### src/rtl/sr_cmd_if.sv
// sr_cmd_if: command handshake between a controller (master) and an SR
// flip-flop driver (slave).
//   req_valid  master -> slave  command present
//   req_set    master -> slave  1 = set, 0 = reset
//   req_hold   master -> slave  pulse width in cycles (0 means 1)
//   req_ready  slave -> master  slave can accept a command this cycle
// Handshake: a command transfers on the rising clock edge where
// req_valid && req_ready. The master holds req_valid/req_set/req_hold
// stable until that edge. The slave raises req_ready only when idle and
// ignores every request field while req_ready is low.
interface sr_cmd_if #(
  parameter int HOLD_W = 4
) ();
  logic              req_valid;
  logic              req_set;
  logic [HOLD_W-1:0] req_hold;
  logic              req_ready;

  modport master (output req_valid, output req_set, output req_hold, input req_ready);
  modport slave  (input req_valid, input req_set, input req_hold, output req_ready);
endinterface

### src/rtl/sr_cmd_driver.sv
// sr_cmd_driver: accepts set/reset commands and drives registered,
// mutually exclusive s/r pulses of programmable width into an SR flip-flop.
// Each pulse is followed by an idle gap. The block keeps a shadow copy of
// the flip-flop state, can drop commands that would not change it, and
// counts the pulses it issues.
// Ports:
//   clk, rst     clock; asynchronous active-high reset
//   cmd          sr_cmd_if slave: req_valid/req_set/req_hold in, req_ready out
//   s, r         registered set/reset lines (never both high)
//   q_shadow     expected flip-flop state (0 after reset)
//   done         one-cycle pulse per completed or skipped command
//   busy         high while a pulse or its gap is in progress
//   pulse_count  pulses issued, wraps modulo 2^CNT_W
//   state_dbg    current FSM state (0 = IDLE, 1 = PULSE, 2 = GAP)
// Timing: the accept edge raises the active line. The line stays high for
// H = max(req_hold,1) cycles. Then s=r=0 for GAP_CYCLES cycles. The block
// is therefore not ready for H+GAP_CYCLES cycles after an accept.
module sr_cmd_driver #(
  parameter int HOLD_W         = 4,
  parameter int GAP_CYCLES     = 2,
  parameter int SKIP_REDUNDANT = 1,
  parameter int CNT_W          = 8
) (
  input  logic             clk,
  input  logic             rst,
  sr_cmd_if.slave          cmd,
  output logic             s,
  output logic             r,
  output logic             q_shadow,
  output logic             done,
  output logic             busy,
  output logic [CNT_W-1:0] pulse_count,
  output logic [1:0]       state_dbg
);

  localparam int GAP_W = (GAP_CYCLES > 1) ? $clog2(GAP_CYCLES + 1) : 1;
  localparam logic [GAP_W-1:0] GAP_LOAD = GAP_W'(GAP_CYCLES);

  typedef enum logic [1:0] {
    ST_IDLE  = 2'd0,
    ST_PULSE = 2'd1,
    ST_GAP   = 2'd2
  } state_t;

  state_t             state, state_n;
  logic [HOLD_W-1:0]  hold_cnt, hold_cnt_n;
  logic [GAP_W-1:0]   gap_cnt, gap_cnt_n;
  logic               s_n, r_n, q_n, done_n;
  logic [CNT_W-1:0]   cnt_n;

  logic               accept;
  logic               redundant;
  logic [HOLD_W-1:0]  hold_eff;

  assign cmd.req_ready = (state == ST_IDLE);
  assign busy          = (state != ST_IDLE);
  assign state_dbg     = state;

  assign accept    = cmd.req_valid && (state == ST_IDLE);
  assign redundant = (SKIP_REDUNDANT != 0) && (cmd.req_set == q_shadow);
  // A width of 0 means one cycle, so the down-counter never starts at 0.
  assign hold_eff  = (cmd.req_hold == '0) ? HOLD_W'(1) : cmd.req_hold;

  always_ff @(posedge clk or posedge rst) begin
    if (rst) begin
      state       <= ST_IDLE;
      hold_cnt    <= '0;
      gap_cnt     <= '0;
      s           <= 1'b0;
      r           <= 1'b0;
      q_shadow    <= 1'b0;
      done        <= 1'b0;
      pulse_count <= '0;
    end else begin
      state       <= state_n;
      hold_cnt    <= hold_cnt_n;
      gap_cnt     <= gap_cnt_n;
      s           <= s_n;
      r           <= r_n;
      q_shadow    <= q_n;
      done        <= done_n;
      pulse_count <= cnt_n;
    end
  end

  always_comb begin
    state_n    = state;
    hold_cnt_n = hold_cnt;
    gap_cnt_n  = gap_cnt;
    s_n        = s;
    r_n        = r;
    q_n        = q_shadow;
    done_n     = 1'b0;
    cnt_n      = pulse_count;

    case (state)
      ST_IDLE: begin
        if (accept) begin
          if (redundant) begin
            // The flip-flop already holds this value: acknowledge without a pulse.
            done_n = 1'b1;
          end else begin
            // s and r come from one bit and its complement, so both are never high.
            s_n        = cmd.req_set;
            r_n        = ~cmd.req_set;
            q_n        = cmd.req_set;
            cnt_n      = pulse_count + CNT_W'(1);
            hold_cnt_n = hold_eff;
            state_n    = ST_PULSE;
          end
        end
      end
      ST_PULSE: begin
        if (hold_cnt == HOLD_W'(1)) begin
          s_n    = 1'b0;
          r_n    = 1'b0;
          done_n = 1'b1;
          if (GAP_CYCLES > 0) begin
            gap_cnt_n = GAP_LOAD;
            state_n   = ST_GAP;
          end else begin
            state_n = ST_IDLE;
          end
        end else begin
          hold_cnt_n = hold_cnt - HOLD_W'(1);
        end
      end
      ST_GAP: begin
        if (gap_cnt == GAP_W'(1)) begin
          state_n = ST_IDLE;
        end else begin
          gap_cnt_n = gap_cnt - GAP_W'(1);
        end
      end
      default: begin
        state_n = ST_IDLE;
        s_n     = 1'b0;
        r_n     = 1'b0;
      end
    endcase
  end

endmodule

### src/flat_wrapper.sv
// flat-port wrapper written by rule: the top's interface ports become plain ports
module sr_cmd_driver_flat 
#(
  parameter int HOLD_W         = 4,
  parameter int GAP_CYCLES     = 2,
  parameter int SKIP_REDUNDANT = 1,
  parameter int CNT_W          = 8
)
  (clk, rst, s, r, q_shadow, done, busy, pulse_count, state_dbg, cmd_req_valid, cmd_req_set, cmd_req_hold, cmd_req_ready);
  sr_cmd_if #(.HOLD_W(HOLD_W)) cmd_i ();
  input  logic clk;
  input  logic rst;
  output logic s;
  output logic r;
  output logic q_shadow;
  output logic done;
  output logic busy;
  output logic [CNT_W-1:0] pulse_count;
  output logic [1:0] state_dbg;
  input wire logic [$bits(cmd_i.req_valid)-1:0] cmd_req_valid;
  input wire logic [$bits(cmd_i.req_set)-1:0] cmd_req_set;
  input wire logic [$bits(cmd_i.req_hold)-1:0] cmd_req_hold;
  output wire logic [$bits(cmd_i.req_ready)-1:0] cmd_req_ready;
  assign cmd_i.req_valid = cmd_req_valid;
  assign cmd_i.req_set = cmd_req_set;
  assign cmd_i.req_hold = cmd_req_hold;
  assign cmd_req_ready = cmd_i.req_ready;
  sr_cmd_driver #(.HOLD_W(HOLD_W), .GAP_CYCLES(GAP_CYCLES), .SKIP_REDUNDANT(SKIP_REDUNDANT), .CNT_W(CNT_W)) u_core (.clk(clk), .rst(rst), .cmd(cmd_i), .s(s), .r(r), .q_shadow(q_shadow), .done(done), .busy(busy), .pulse_count(pulse_count), .state_dbg(state_dbg));
endmodule
### config.mk
export PLATFORM = sky130hd
export DESIGN_NAME = sr_cmd_driver_flat
export DESIGN_NICKNAME = d
export VERILOG_FILES = /design/src/rtl/sr_cmd_if.sv /design/src/rtl/sr_cmd_driver.sv /design/src/flat_wrapper.sv
export SDC_FILE = /design/constraint.sdc
export NUM_CORES = 1
export LEC_CHECK = 0
export CAP_MARGIN = 5
export CORE_ASPECT_RATIO = 2
export CORE_MARGIN = 1
export CORE_UTILIZATION = 45
export DETAILED_ROUTE_END_ITERATION = 8
export GPL_TIMING_DRIVEN = 0
export PLACE_DENSITY = 0.79
export SLEW_MARGIN = 20
export SYNTH_ARGS = -nofsm -noshare
export SYNTH_HDL_FRONTEND = slang
export SYNTH_SLANG_ARGS = --single-unit
### constraint.sdc
create_clock -name clk -period 1.6 [get_ports clk]
set_input_delay 0.16 -clock clk [delete_from_list [all_inputs] [get_ports clk]]
set_output_delay 0.16 -clock clk [all_outputs]
set_load 0.01 [all_outputs]
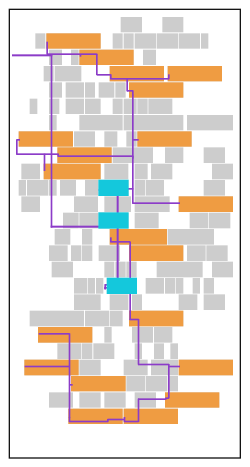
Fig. 1. Routed clock nets over the placement (run 1).
Scale: 6 px per um.
[cells driving clock nets] cyan | count: 3
[flip-flops] orange | count: 20
[clock wires] purple | length: 245 um
routed clock nets: 4
share of total power in the clock network: 11.9%
clock network power: 0.323 mW
skew final: 2.32 ps
insertion delay to the later sink of the worst-skew pair: 250 ps

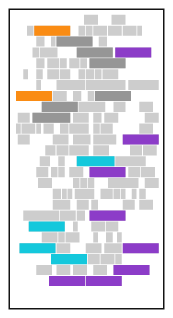
Fig. 2. Where the registers sit (run 1).
Scale: 4 px per um. Other sequential cells in the stronger grey, the rest of the logic in the fainter grey.
| netlist name | colour | flops |
|---|---|---|
| u_core.hold_cnt | cyan | 4 |
| u_core.pulse_count | purple | 8 |
| u_core.gap_cnt | orange | 2 |

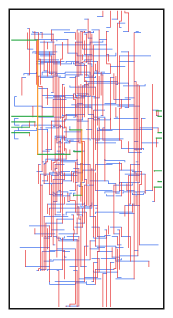
Fig. 3. Routed metal, one colour a layer (run 1).
Scale: 4 px per um.
| layer | colour | wire length |
|---|---|---|
| met4 | orange | 44.9 um |
| met2 | red | 1,630 um |
| met1 | blue | 985 um |
| met3 | green | 55.2 um |

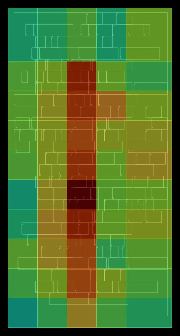
Fig. 4. Routing congestion map (run 1).
total routing resource utilization after global routing: 21.9%
global-route met3 utilization: 2.39%
global-route layer with the greatest usage: met2

==> reports/qor.txt, run 1 <==
Run status: completed
Count of antenna-violating nets left after detailed routing: 0
Min setup slack post-route: 58.4 ps
Tally of clock buffers in the finished layout: 3
Hold-fix buffers at CTS: 0
Routability Congestion: 0.880
Worst endpoint required time: 1730 ps
Sequential group power: 0.959 mW
Switch Pwr: 1.11 mW
Core Density at Floorplan: 46.6%
Crit-path max FO: 4
Share of final layout cell area taken by clock buffers and inverters: 2.72%
Number of slew-limit violations in the final report: 0
Met1 track utilization from global routing: 23.2%
Main logic family: simple AND/OR/NAND/NOR gates
Largest net degree at the start of global routing: 21
Fraction of layout instances using a drive strength above 1: 21.2%
End point of the critical path: u_core.hold_cnt[0]
Final worst path period need: 1540 ps
Ao+oa area frac: 9.73%
Yosys warnings: 0
Post-synth seq share: 42.3%
Count of cells along the worst register-to-register path: 5
Post-synthesis instance area: 1180 sq um
Switching part of the total: 40.7%
Layout Utilization: 59.9%
Slew at the pin closest to its max-slew limit: 770 ps
Num rows: 26
Cell class contributing the biggest share of worst-path delay: simple AND/OR/NAND/NOR gates
Simple share: 30.1%
Max reg flops: 8
Initial DRT Pass Iterations: 4
Class of the tightest hold or removal check: in -> async
Final Net Count: 146
List of most frequent post-synthesis cells: 20 x sky130_fd_sc_hd__dfrtp_1, 9 x sky130_fd_sc_hd__nand3_1, 6 x sky130_fd_sc_hd__inv_1, 6 x sky130_fd_sc_hd__nor3_1, 5 x sky130_fd_sc_hd__xor2_1
Via density per instance: 5.70
Placement Setup Slack: -246 ps
CP Capture Type: flop
Total combinational power: 1.44 mW
Worst r2r src: u_core.hold_cnt[1]
Largest regs: u_core.pulse_count (8), u_core.hold_cnt (4)
Internal power: 1.61 mW
Count of buffering cells on the critical path with inverters included: 1
==> run 2, diff against run 1 <==
RECOVER_POWER = 25   (was unset)
SKIP_CTS_REPAIR_TIMING = 1   (was unset)
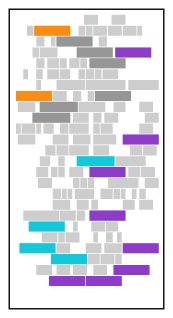
Fig. 5. Where the registers sit (run 2).
Scale: 4 px per um. Other sequential cells in the stronger grey, the rest of the logic in the fainter grey.
| netlist name | colour | flops |
|---|---|---|
| u_core.pulse_count | purple | 8 |
| u_core.gap_cnt | orange | 2 |
| u_core.hold_cnt | cyan | 4 |
sequential share of cell area: 33.0%
Layout Utilization: 60.3%
combined flip-flop and latch cell area: 504 sq um
sequential group power: 0.960 mW

==> reports/qor.txt, run 2 <==
Insertion delay to the later sink of the worst-skew pair: 260 ps (about the same)
CP Capture Type: flop
List of most frequent post-synthesis cells: 20 x sky130_fd_sc_hd__dfrtp_1, 9 x sky130_fd_sc_hd__nand3_1, 6 x sky130_fd_sc_hd__inv_1, 6 x sky130_fd_sc_hd__nor3_1, 5 x sky130_fd_sc_hd__xor2_1
Global-route layer with the greatest usage: met2
Yosys warnings: 0 (unchanged)
Worst r2r src: u_core.hold_cnt[1]
Count of antenna-violating nets left after detailed routing: 0 (unchanged)
Ao+oa area frac: 9.73% (unchanged)
Tally of clock buffers in the finished layout: 3 (unchanged)
Fraction of layout instances using a drive strength above 1: 22.0% (+0.76 points)
Largest regs: u_core.pulse_count (8), u_core.hold_cnt (4)
Post-synthesis instance area: 1180 sq um (unchanged)
Crit-path max FO: 4 (unchanged)
Via density per instance: 5.66 (-0.77%)
Synthesized chip area reported by yosys: 1180 sq um
Largest net degree at the start of global routing: 21 (unchanged)
Count of buffering cells on the critical path with inverters included: 1 (unchanged)
Slew at the pin closest to its max-slew limit: 774 ps (+4.68 ps)
Worst endpoint required time: 1730 ps (about the same)
Core Density at Floorplan: 46.6% (unchanged)
End point of the critical path: u_core.hold_cnt[0]
Routability Congestion: 0.880 (unchanged)
Cell class contributing the biggest share of worst-path delay: simple AND/OR/NAND/NOR gates
Fraction of area in multi-input gates: 43.5%
Final Net Count: 146 (unchanged)
Skew final: 2.77 ps (+0.456 ps)
Initial DRT Pass Iterations: 4 (unchanged)
Max reg flops: 8 (unchanged)
Biggest register: u_core.pulse_count
Total routing resource utilization after global routing: 21.9% (-0.047 points)
Run status: completed
Met1 track utilization from global routing: 23.2% (+0.045 points)
Min setup slack post-route: 60.4 ps (+1.94 ps)
Clock network power: 0.323 mW (about the same)
WL met1: 998 um
Hold Slack: 476 ps
Share of total power in the clock network: 11.8% (about the same)
Switching part of the total: 40.5% (-0.19 points)
Switch Pwr: 1.11 mW (about the same)
Internal power: 1.63 mW (+0.89%)
Total combinational power: 1.45 mW (about the same)
Net count of the mapped netlist: 118
Placement Setup Slack: -246 ps (unchanged)
Num rows: 26 (unchanged)
Final worst path period need: 1540 ps (-1.94 ps)
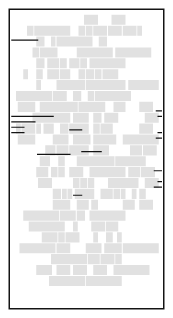
Fig. 6. Metal 3 (run 2).
Scale: 4 px per um. Cells faint in the background.
main direction: horizontal
wire length on this layer: 55.1 um
nets with wire on the layer: 13
wire length reported by the detailed router: 2730 um
via count of the routed design: 905

==> run 3, diff against run 2 <==
PLACE_DENSITY = 0.74   (was 0.79)
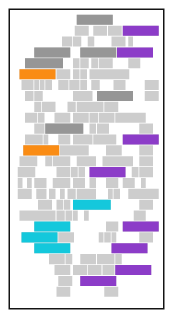
Fig. 7. Where the registers sit (run 3).
Scale: 4 px per um. Other sequential cells in the stronger grey, the rest of the logic in the fainter grey.
sequential share of cell area: 32.7%
Layout Utilization: 60.8%
sequential group power: 0.955 mW

==> reports/qor.txt, run 3 <==
Count of buffering cells on the critical path with inverters included: 1 (unchanged)
Post-synthesis instance area: 1180 sq um (unchanged)
Yosys warnings: 0 (unchanged)
Switch Pwr: 1.10 mW (-0.57%)
Fraction of area in multi-input gates: 43.1% (-0.39 points)
Max reg flops: 8 (unchanged)
Global-route layer with the greatest usage: met2
Routability Congestion: 0.850 (-3.5%)
Crit-path max FO: 4 (unchanged)
End point of the critical path: u_core.hold_cnt[0]
Total combinational power: 1.43 mW (about the same)
CP Capture Type: flop
Run status: completed
Min setup slack post-route: 55.7 ps (-4.72 ps)
Via density per instance: 5.59 (-1.2%)
Synthesized chip area reported by yosys: 1180 sq um (unchanged)
Worst endpoint required time: 1730 ps (about the same)
Ao+oa area frac: 9.73% (unchanged)
Placement Setup Slack: -232 ps (+13.6 ps)
Fraction of layout instances using a drive strength above 1: 22.6% (+0.59 points)
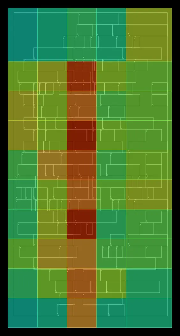
Fig. 8. Routing congestion map (run 3).
met1 track utilization from global routing: 22.5%
wire length per cell: 15.9 um
total routing resource utilization after global routing: 19.6%
grt met2 use: 35.6%

Power is estimated from default activity; no workload was simulated.
